### Power grid

Bar = 20 um. Pins as bars on the die edge.
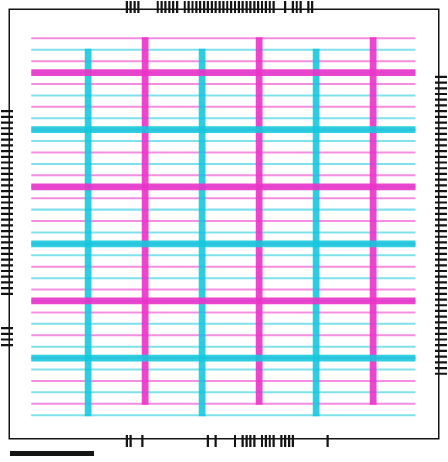
### Cell classes on the final placement

Bar = 20 um.
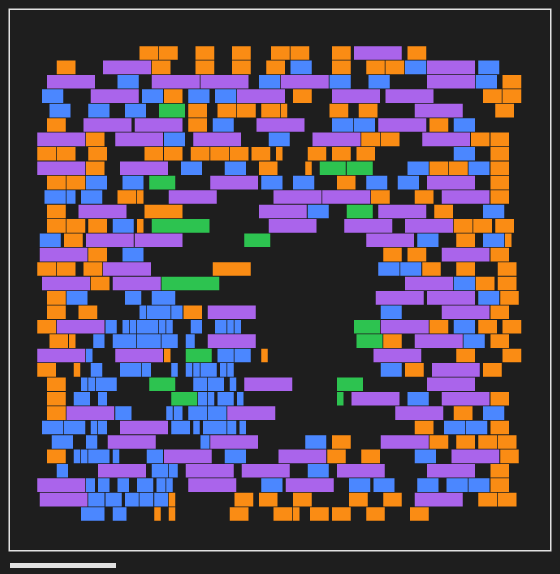
### Clock network drawn from the DEF

Bar = 20 um.
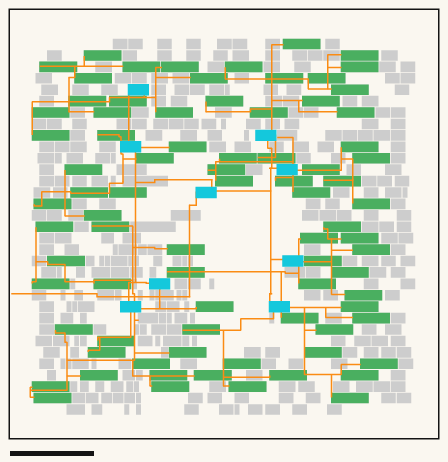
### Routed metal, one color a layer

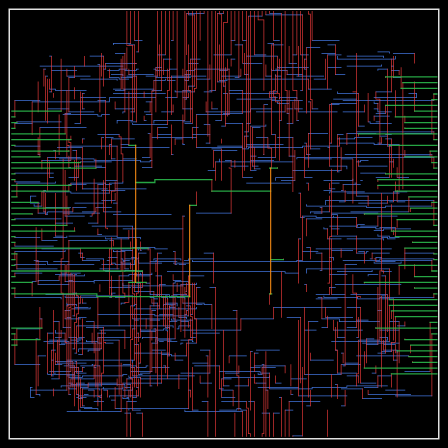
### Track usage over the die

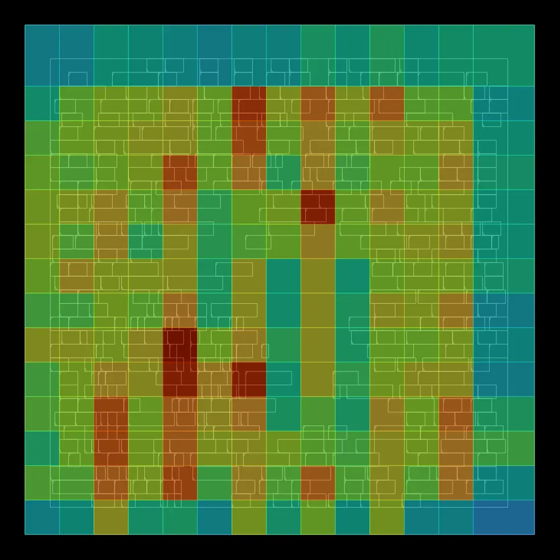
**src/rtl/wr_data_drain.sv**
```systemverilog
// Burst drain stage between the 64-bit write-data FIFO and a valid/ready write-data channel.
// Optional empty-FIFO stall abort is enabled with the WD_DRAIN_TIMEOUT_EN macro.
module wr_data_drain #(
  parameter int unsigned DATA_W    = 64,
  parameter int unsigned LEN_W     = 5,
  parameter int unsigned MAX_BURST = 16,
  parameter int unsigned TIMEOUT   = 255
) (
  input  logic              clk,
  input  logic              rst,
  input  logic              burst_req,
  input  logic [LEN_W-1:0]  burst_len,
  output logic              burst_ack,
  output logic              burst_done,
  output logic              burst_err,
  input  logic              fifo_empty,
  input  logic [DATA_W-1:0] fifo_data,
  output logic              fifo_rd,
  output logic [DATA_W-1:0] wr_data,
  output logic              wr_valid,
  output logic              wr_last,
  input  logic              wr_ready,
  output logic [LEN_W-1:0]  beat_cnt
);

  localparam logic [1:0] StIdle  = 2'd0;
  localparam logic [1:0] StFetch = 2'd1;
  localparam logic [1:0] StCapt  = 2'd2;
  localparam logic [1:0] StSend  = 2'd3;

  localparam logic [LEN_W-1:0] MaxLen = LEN_W'(MAX_BURST);
  localparam logic [LEN_W-1:0] One    = LEN_W'(1);

  // beat_cnt must reach MAX_BURST without wrapping; the stall counter is 8 bits wide.
  if (MAX_BURST < 1 || MAX_BURST >= (1 << LEN_W) || TIMEOUT < 1 || TIMEOUT > 256)
  begin : g_bad_cfg
    $error("wr_data_drain: illegal MAX_BURST/LEN_W/TIMEOUT combination");
  end

  logic [1:0]        state_q, state_d;
  logic [LEN_W-1:0]  len_q, len_d;
  logic [LEN_W-1:0]  cnt_q, cnt_d;
  logic [DATA_W-1:0] data_q, data_d;
  logic              valid_q, valid_d;
  logic              last_q, last_d;
  logic              ack_q, ack_d;
  logic              done_q, done_d;
  logic              err_q, err_d;
  logic              len_ok;
  logic              timeout;

  assign len_ok = (burst_len != '0) && (burst_len <= MaxLen);

`ifdef WD_DRAIN_TIMEOUT_EN
  localparam logic [7:0] StallMax = 8'(TIMEOUT - 1);

  logic [7:0] stall_q, stall_d;

  // Counts consecutive empty cycles spent in FETCH; any other cycle restarts it.
  always_comb begin
    stall_d = 8'd0;
    if (state_q == StFetch && fifo_empty) begin
      stall_d = stall_q + 8'd1;
    end
  end

  assign timeout = (state_q == StFetch) && fifo_empty && (stall_q == StallMax);

  always_ff @(posedge clk or posedge rst) begin
    if (rst) begin
      stall_q <= 8'd0;
    end else begin
      stall_q <= stall_d;
    end
  end
`else
  assign timeout = 1'b0;
`endif

  always_comb begin
    state_d = state_q;
    len_d   = len_q;
    cnt_d   = cnt_q;
    data_d  = data_q;
    valid_d = valid_q;
    last_d  = last_q;
    ack_d   = 1'b0;
    done_d  = 1'b0;
    err_d   = 1'b0;
    case (state_q)
      StIdle: begin
        if (burst_req) begin
          if (len_ok) begin
            len_d   = burst_len;
            cnt_d   = '0;
            ack_d   = 1'b1;
            state_d = StFetch;
          end else begin
            err_d = 1'b1;
          end
        end
      end
      StFetch: begin
        if (!fifo_empty) begin
          state_d = StCapt;
        end else if (timeout) begin
          err_d   = 1'b1;
          state_d = StIdle;
        end
      end
      StCapt: begin
        // FIFO output is registered: the word popped in FETCH is valid now.
        data_d  = fifo_data;
        valid_d = 1'b1;
        last_d  = (cnt_q == len_q - One);
        state_d = StSend;
      end
      StSend: begin
        if (wr_ready) begin
          cnt_d   = cnt_q + One;
          valid_d = 1'b0;
          last_d  = 1'b0;
          if (last_q) begin
            done_d  = 1'b1;
            state_d = StIdle;
          end else begin
            state_d = StFetch;
          end
        end
      end
      default: state_d = StIdle;
    endcase
  end

  always_ff @(posedge clk or posedge rst) begin
    if (rst) begin
      state_q <= StIdle;
      len_q   <= '0;
      cnt_q   <= '0;
      data_q  <= '0;
      valid_q <= 1'b0;
      last_q  <= 1'b0;
      ack_q   <= 1'b0;
      done_q  <= 1'b0;
      err_q   <= 1'b0;
    end else begin
      state_q <= state_d;
      len_q   <= len_d;
      cnt_q   <= cnt_d;
      data_q  <= data_d;
      valid_q <= valid_d;
      last_q  <= last_d;
      ack_q   <= ack_d;
      done_q  <= done_d;
      err_q   <= err_d;
    end
  end

  // Reading only in FETCH keeps at most one word in flight.
  assign fifo_rd    = (state_q == StFetch) && !fifo_empty;
  assign burst_ack  = ack_q;
  assign burst_done = done_q;
  assign burst_err  = err_q;
  assign wr_data    = data_q;
  assign wr_valid   = valid_q;
  assign wr_last    = last_q;
  assign beat_cnt   = cnt_q;

endmodule
```
**config.mk**
```make
export PLATFORM = sky130hd
export DESIGN_NAME = wr_data_drain
export DESIGN_NICKNAME = d
export VERILOG_FILES = /design/src/rtl/wr_data_drain.sv
export SDC_FILE = /design/constraint.sdc
export NUM_CORES = 1
export LEC_CHECK = 0
export CORE_MARGIN = 5
export CORE_UTILIZATION = 40
export DETAILED_ROUTE_END_ITERATION = 8
export PLACE_DENSITY = 0.77
export RECOVER_POWER = 100
export SLEW_MARGIN = 20
export SYNTH_ARGS = -nofsm -noshare
export SYNTH_HDL_FRONTEND = slang
export SYNTH_SLANG_ARGS = --single-unit
```
**constraint.sdc**
```tcl
create_clock -name clk -period 3.3 [get_ports clk]
set_clock_uncertainty 0.2 [all_clocks]
set_input_delay 0.33 -clock clk [delete_from_list [all_inputs] [get_ports clk]]
set_output_delay 0.33 -clock clk [all_outputs]
set_load 0.1 [all_outputs]
```
==> Changelog: implementation <==
## Implementation

- HP Class: register to register
- Clock-pin slew on the worst setup and hold paths: 0.08 ns
- Status: finished with violations
- Met1 Wirelength: between 3000 and 4000 um
- Final worst setup slack: ~0.7 ns
- Post-Syn Area: between 3000 and 4000 sq um
- CP endpoint kind: register
- Syn avg cell area: ~14 sq um
- Dominant comb cell: multiplexers
- Ys async rst share: 100.0%
- Global-route wire length before repair: 12940 um
- Pins Over Slew Limit: 36
- Crit path max-delay cell type: nor4_1
- DP Cell Count: approximately 480
- Worst-Skew Late Latency: 0.34 ns
- FF-to-FF path depth: 5
- Gate Area: ~1200 sq um
- Top routing layer in use: met4
- Violated checks: max-capacitance violations, max-slew violations
- EDFF count, synth: 0
- Yosys stat chip area: ~3400 sq um
- Met3 global-route usage: ~5.6%
- Worst hold path cell count: 1
- Pre-CTS setup slack: ~0.8 ns
- Biggest area cells: dfrtp_1 (60%), mux2_2 (23%), ha_1 (2.2%)
- Bufs w/o clock: approximately 150
- RSZ-0062 raised after global routing: false
- Max Cap Viol: 1
- DRC violations left: 0
- Buffers on Ports: 148
- Setup tns final: 0 ns
- Tot GR Track Use: about 16%
- Adder Share, Synth: under 10%
- Crit Path Class: primary input to register
- Worst path cell trace: dlygate4sd3_1, nor4_1, mux2_1, a221o_1, a22o_1
About 'Power grid':
| net | color |
|---|---|
| VSS | cyan |
| VDD | magenta |
signal pins: 149
met5 straps: 6
met1 rails: 34
rows: 33
met4 straps: 6

About 'Cell classes on the final placement':
| class | color | cells | share of their area |
|---|---|---|---|
| combinational and other logic | blue | 147 | 26% |
| sequential cells | purple | 81 | 41% |
| clock drivers and dummy loads | green | 15 | 4.6% |
| remaining buffers and delay cells | orange | 150 | 29% |

About 'Clock network drawn from the DEF':
[clock drivers] cyan | count: 9
[clock wires] orange | length: 1020 um
[flip-flops] green | count: 81
routed clock nets: 10

About 'Routed metal, one color a layer':
| layer | color | wire length |
|---|---|---|
| metal 1 | blue | 3350 um |
| metal 3 | green | 764 um |
| metal 4 | orange | 84.3 um |
| metal 2 | red | 3910 um |

About 'Track usage over the die':
final design utilization: 62.14%
post-DR wirelength/cell: 16.28 um
met2 Use GR: 26.16%

